<file path="src/rtl/ctrl_pipe.sv">
// ctrl_pipe -- LEGv8 pipeline control unit.
//
// Decodes the ID-stage opcode into control bits. It then carries those bits,
// the destination register and an illegal-opcode tag through the ID/EX,
// EX/MEM and MEM/WB control registers. The datapath registers its data in
// parallel with this block.
//
// Load-use hazards are detected combinationally. A stall holds PC and IF/ID
// and sends a bubble into EX. A taken branch resolved in MEM (flush) turns
// the two younger stages into bubbles.
//
// Ports:
//   clk, reset        rising-edge clock, synchronous active-high reset
//   Op                ID instr[31:21]
//   id_rn/id_rm/id_rd ID register fields (Rn, Rm, Rd/Rt)
//   flush             branch taken, resolved in MEM
//   Reg2Loc           ID, combinational: 2nd read register is Rd (1) or Rm (0)
//   stall             combinational: hold PC and IF/ID, bubble into EX
//   ex_*              EX-stage ALUSrc, ALUOp, MemRead and destination register
//   mem_*             MEM-stage MemRead, MemWrite, Branch, Uncond, BrNot, rd
//   wb_*              WB-stage RegWrite, MemtoReg, rd
//   illegal           registered: opcode now in EX matched no decode entry

module ctrl_pipe #(
   parameter int unsigned REG_W    = 5,
   parameter int unsigned ZERO_REG = 31,
   parameter bit          EXT_ISA  = 1'b1,
   parameter bit          STALL_EN = 1'b1
) (
   input  logic             clk,
   input  logic             reset,
   input  logic [10:0]      Op,
   input  logic [REG_W-1:0] id_rn,
   input  logic [REG_W-1:0] id_rm,
   input  logic [REG_W-1:0] id_rd,
   input  logic             flush,
   output logic             Reg2Loc,
   output logic             stall,
   output logic             ex_ALUSrc,
   output logic [1:0]       ex_ALUOp,
   output logic             ex_MemRead,
   output logic [REG_W-1:0] ex_rd,
   output logic             mem_MemRead,
   output logic             mem_MemWrite,
   output logic             mem_Branch,
   output logic             mem_Uncond,
   output logic             mem_BrNot,
   output logic [REG_W-1:0] mem_rd,
   output logic             wb_RegWrite,
   output logic             wb_MemtoReg,
   output logic [REG_W-1:0] wb_rd,
   output logic             illegal
);

   localparam logic [REG_W-1:0] ZR = REG_W'(ZERO_REG);

   typedef struct packed {
      logic       mem_to_reg;
      logic       reg_write;
      logic       mem_read;
      logic       mem_write;
      logic       branch;
      logic       alu_src;
      logic [1:0] alu_op;
      logic       uncond;
      logic       br_not;
   } ctrl_t;

   // Each stage keeps only the fields that a later stage still consumes.
   typedef struct packed {
      ctrl_t            ctrl;
      logic [REG_W-1:0] rd;
      logic             illegal;
   } ex_stage_t;

   typedef struct packed {
      logic             mem_to_reg;
      logic             reg_write;
      logic             mem_read;
      logic             mem_write;
      logic             branch;
      logic             uncond;
      logic             br_not;
      logic [REG_W-1:0] rd;
   } mem_stage_t;

   typedef struct packed {
      logic             mem_to_reg;
      logic             reg_write;
      logic [REG_W-1:0] rd;
   } wb_stage_t;

   // A bubble carries no control and targets XZR, so it can never be a
   // hazard source or write a register.
   localparam ex_stage_t  EX_BUBBLE  = '{ctrl: '0, rd: ZR, illegal: 1'b0};
   localparam mem_stage_t MEM_BUBBLE = '{rd: ZR, default: 1'b0};
   localparam wb_stage_t  WB_BUBBLE  = '{rd: ZR, default: 1'b0};

   ctrl_t            dec_ctrl;
   logic             dec_reg2loc;
   logic             dec_illegal;
   logic             uses_rn;
   logic             uses_r2;
   logic [REG_W-1:0] r2_sel;
   logic             load_use;

   ex_stage_t  ex_q,  ex_d;
   mem_stage_t mem_q, mem_d;
   wb_stage_t  wb_q,  wb_d;

   // ---------------------------------------------------------------- decode
   // NOTE: every signal written here gets a default first, so that no path
   // through the casez leaves one unassigned and infers a latch.
   always_comb begin
      dec_ctrl    = '0;
      dec_reg2loc = 1'b0;
      dec_illegal = 1'b0;
      uses_rn     = 1'b0;
      uses_r2     = 1'b0;
      casez (Op)
         11'b1?0_0101_1000,                        // ADD / SUB
         11'b10?_0101_0000,                        // AND / ORR
         11'b1101_0110_000: begin
            dec_ctrl.reg_write = 1'b1;
            dec_ctrl.alu_op    = 2'b10;
            uses_rn            = 1'b1;
            uses_r2            = 1'b1;
         end
         11'b111_1100_0010: begin                  // LDUR
            dec_ctrl.mem_to_reg = 1'b1;
            dec_ctrl.reg_write  = 1'b1;
            dec_ctrl.mem_read   = 1'b1;
            dec_ctrl.alu_src    = 1'b1;
            uses_rn             = 1'b1;
         end
         11'b111_1100_0000: begin                  // STUR: Rt is the 2nd read
            dec_reg2loc        = 1'b1;
            dec_ctrl.mem_write = 1'b1;
            dec_ctrl.alu_src   = 1'b1;
            uses_rn            = 1'b1;
            uses_r2            = 1'b1;
         end
         11'b101_1010_0???: begin                  // CBZ
            dec_reg2loc     = 1'b1;
            dec_ctrl.branch = 1'b1;
            dec_ctrl.alu_op = 2'b01;
            uses_r2         = 1'b1;
         end
         11'b101_1010_1???: begin                  // CBNZ
            if (EXT_ISA) begin
               dec_reg2loc     = 1'b1;
               dec_ctrl.branch = 1'b1;
               dec_ctrl.alu_op = 2'b01;
               dec_ctrl.br_not = 1'b1;
               uses_r2         = 1'b1;
            end else begin
               dec_illegal = 1'b1;
            end
         end
         11'b000_101?_????: begin                  // B
            if (EXT_ISA) begin
               dec_ctrl.branch = 1'b1;
               dec_ctrl.uncond = 1'b1;
            end else begin
               dec_illegal = 1'b1;
            end
         end
         11'b100_1000_100?,                        // ADDI
         11'b110_1000_100?: begin                  // SUBI
            if (EXT_ISA) begin
               dec_ctrl.reg_write = 1'b1;
               dec_ctrl.alu_src   = 1'b1;
               dec_ctrl.alu_op    = 2'b10;
               uses_rn            = 1'b1;
            end else begin
               dec_illegal = 1'b1;
            end
         end
         default: dec_illegal = 1'b1;
      endcase
   end

   assign Reg2Loc = dec_reg2loc;

   // ---------------------------------------------------------------- hazard
   // The second read port is compared against whichever field Reg2Loc
   // steers into it, so STUR/CBZ match on Rt rather than Rm.
   assign r2_sel   = dec_reg2loc ? id_rd : id_rm;
   assign load_use = ex_q.ctrl.mem_read && (ex_q.rd != ZR) &&
                     ((uses_rn && (ex_q.rd == id_rn)) ||
                      (uses_r2 && (ex_q.rd == r2_sel)));

   // A flush discards the dependent instruction anyway, so flush wins.
   assign stall = STALL_EN && load_use && !flush && !reset;

   // ------------------------------------------------------------- next state
   always_comb begin
      ex_d  = (stall || flush) ? EX_BUBBLE
                               : '{ctrl: dec_ctrl, rd: id_rd, illegal: dec_illegal};
      mem_d = flush ? MEM_BUBBLE
                    : '{mem_to_reg: ex_q.ctrl.mem_to_reg,
                        reg_write:  ex_q.ctrl.reg_write,
                        mem_read:   ex_q.ctrl.mem_read,
                        mem_write:  ex_q.ctrl.mem_write,
                        branch:     ex_q.ctrl.branch,
                        uncond:     ex_q.ctrl.uncond,
                        br_not:     ex_q.ctrl.br_not,
                        rd:         ex_q.rd};
      // The branch sitting in MEM still retires; it has no WB effect.
      wb_d  = '{mem_to_reg: mem_q.mem_to_reg,
                reg_write:  mem_q.reg_write,
                rd:         mem_q.rd};
   end

   // NOTE: all three stage registers are reset to a bubble because the
   // control they hold has side effects (register and memory writes).
   // Non-blocking assignment lets every stage sample the old value of the
   // stage before it on the same edge.
   always_ff @(posedge clk) begin
      if (reset) begin
         ex_q  <= EX_BUBBLE;
         mem_q <= MEM_BUBBLE;
         wb_q  <= WB_BUBBLE;
      end else begin
         ex_q  <= ex_d;
         mem_q <= mem_d;
         wb_q  <= wb_d;
      end
   end

   // ---------------------------------------------------------------- outputs
   assign ex_ALUSrc    = ex_q.ctrl.alu_src;
   assign ex_ALUOp     = ex_q.ctrl.alu_op;
   assign ex_MemRead   = ex_q.ctrl.mem_read;
   assign ex_rd        = ex_q.rd;
   assign illegal      = ex_q.illegal;

   assign mem_MemRead  = mem_q.mem_read;
   assign mem_MemWrite = mem_q.mem_write;
   assign mem_Branch   = mem_q.branch;
   assign mem_Uncond   = mem_q.uncond;
   assign mem_BrNot    = mem_q.br_not;
   assign mem_rd       = mem_q.rd;

   assign wb_RegWrite  = wb_q.reg_write;
   assign wb_MemtoReg  = wb_q.mem_to_reg;
   assign wb_rd        = wb_q.rd;

endmodule
</file>
<file path="config.mk">
export PLATFORM = sky130hd
export DESIGN_NAME = ctrl_pipe
export DESIGN_NICKNAME = d
export VERILOG_FILES = /design/src/rtl/ctrl_pipe.sv
export SDC_FILE = /design/constraint.sdc
export NUM_CORES = 1
export LEC_CHECK = 0
export CAP_MARGIN = 30
export CORE_UTILIZATION = 46
export DETAILED_ROUTE_END_ITERATION = 12
export GPL_TIMING_DRIVEN = 0
export PLACE_DENSITY = 0.94
export SYNTH_ARGS = -nofsm -noshare
export SYNTH_HDL_FRONTEND = slang
export SYNTH_SLANG_ARGS = --single-unit
</file>
<file path="constraint.sdc">
create_clock -name clk -period 8.6 [get_ports clk]
set_clock_uncertainty 0.1 [all_clocks]
set_input_delay 1.72 -clock clk [delete_from_list [all_inputs] [get_ports clk]]
set_output_delay 1.72 -clock clk [all_outputs]
set_load 0.1 [all_outputs]
</file>
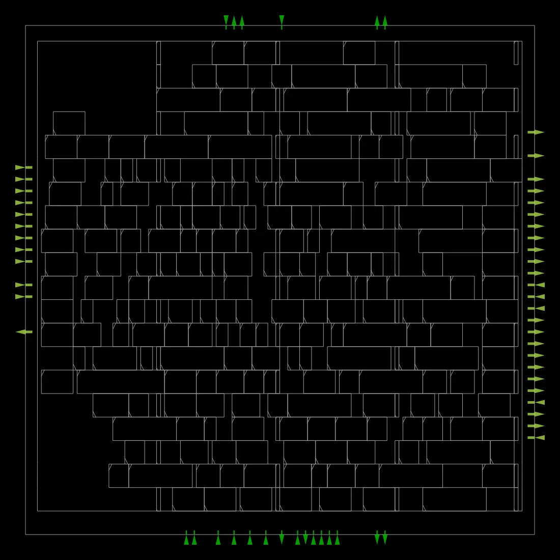
(cell outlines without signal wires)
Well Taps: 44
sequential cell area share: 30.4%
Flops: 33
Non-Filler Instances: 267
area of the core: 0.00305 sq mm

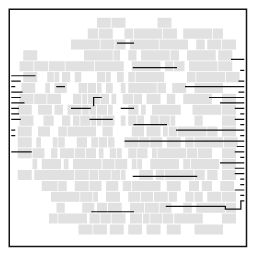
(M3 wires)
(4 px per um) Cells faint in the background.
wire length on this layer: 223 um
longest straight run: 29.7 um
main direction: horizontal
nets with wire on the layer: 42

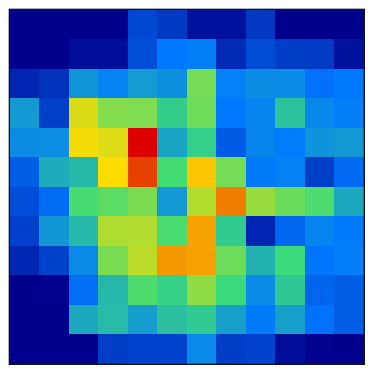
(routed metal per tile)
(6 px per um) 12 x 12 tiles, from dark blue (low) to red (high), scaled to the fullest tile. Values are wire area over tile area, all layers added.
mean over tiles: 0.15
fullest tile: 0.49
tiles over half the peak: 22%
densest ninth of the die: center
nearly empty tiles: 13%

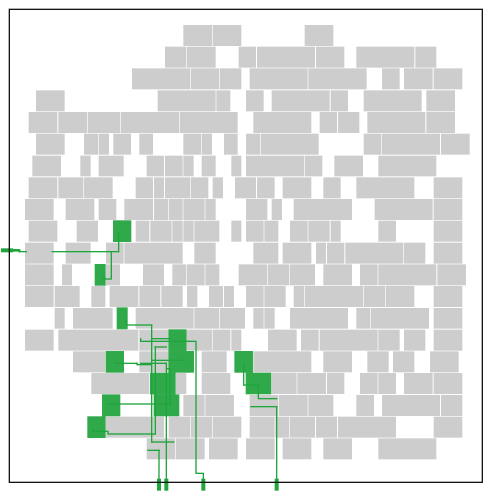
(port wiring)
(8 px per um)
[green] `id_rd` | direction: input | edge: 4 south, 1 west | end cells: 12 | buffers: 5 | wire: 152 um

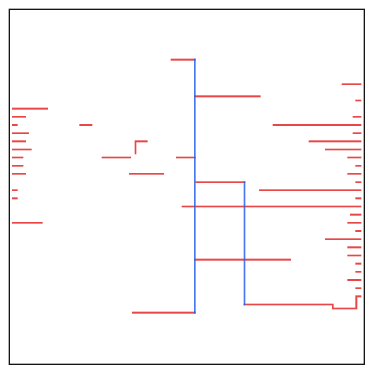
(routed metal, one color a layer)
(6 px per um) Two of the layers only.
[red] M3 | wire length: 223 um
[blue] M4 | wire length: 62.6 um

==> impl_metrics.env <==
# implementation run metrics
export IMPL_status="finished, final reports clean"
export IMPL_hold_viol_final=0
export IMPL_ir_worst_vdd_mv=0.0775
export IMPL_first_global_vias=1157
export IMPL_regToRegEndpoint="ex_ALUOp[1]$_SDFF_PP0_"
export IMPL_crit_slowest_cell="clkdlybuf4s50_1"
export IMPL_comb_power_share_pct=17.9
export IMPL_p_leak_nw=0.807
export IMPL_tightestPinTransition_ps=986
export IMPL_common_cells="dfxtp_1, buf_4, xnor2_1, nand2_1"
export IMPL_crit_start="Op[3]"
export IMPL_wl_met2_um=1540
export IMPL_crit_chain="clkdlybuf4s50_1, or4_1, buf_2, o21a_1, a221o_1, a2111oi_4, buf_6, or2_1, clkdlybuf4s50_1"
export IMPL_holdPathEnd="mem_MemWrite$_SDFF_PP0_"
export IMPL_setup_viol=0
export IMPL_clk_pin_slew_ps=100
export IMPL_intPower_uw=209
export IMPL_r2r_cells=8
export IMPL_rsz0062_at_grt="false"
export IMPL_yosys_stat_area_sq_mm=0.00149
export IMPL_dpl_hpwl_um=2570
export IMPL_lay_top_cells="clkdlybuf4s50_1, dfxtp_1, buf_4"
export IMPL_fa_ha_area_share_pct=0
export IMPL_synth_area_sq_mm=0.00149
export IMPL_route_vias_total=1306
export IMPL_netlist_area_leader_share_pct=44.3
export IMPL_chip_area_sq_mm=0.00347
export IMPL_end_kind="primary output"
export IMPL_utilization_pct=71.1
export IMPL_grt_total_usage_pct=21.1
export IMPL_dpl_cell_area_sq_mm=0.00212
export IMPL_grtUsageMet1_pct=24.7
export IMPL_signal_buffers=74
export IMPL_wl_per_cell_um=12.1
export IMPL_comb_area_sq_um=694
export IMPL_dp_cells=259
export IMPL_routed_wl_met3_um=223
export IMPL_diodes=0
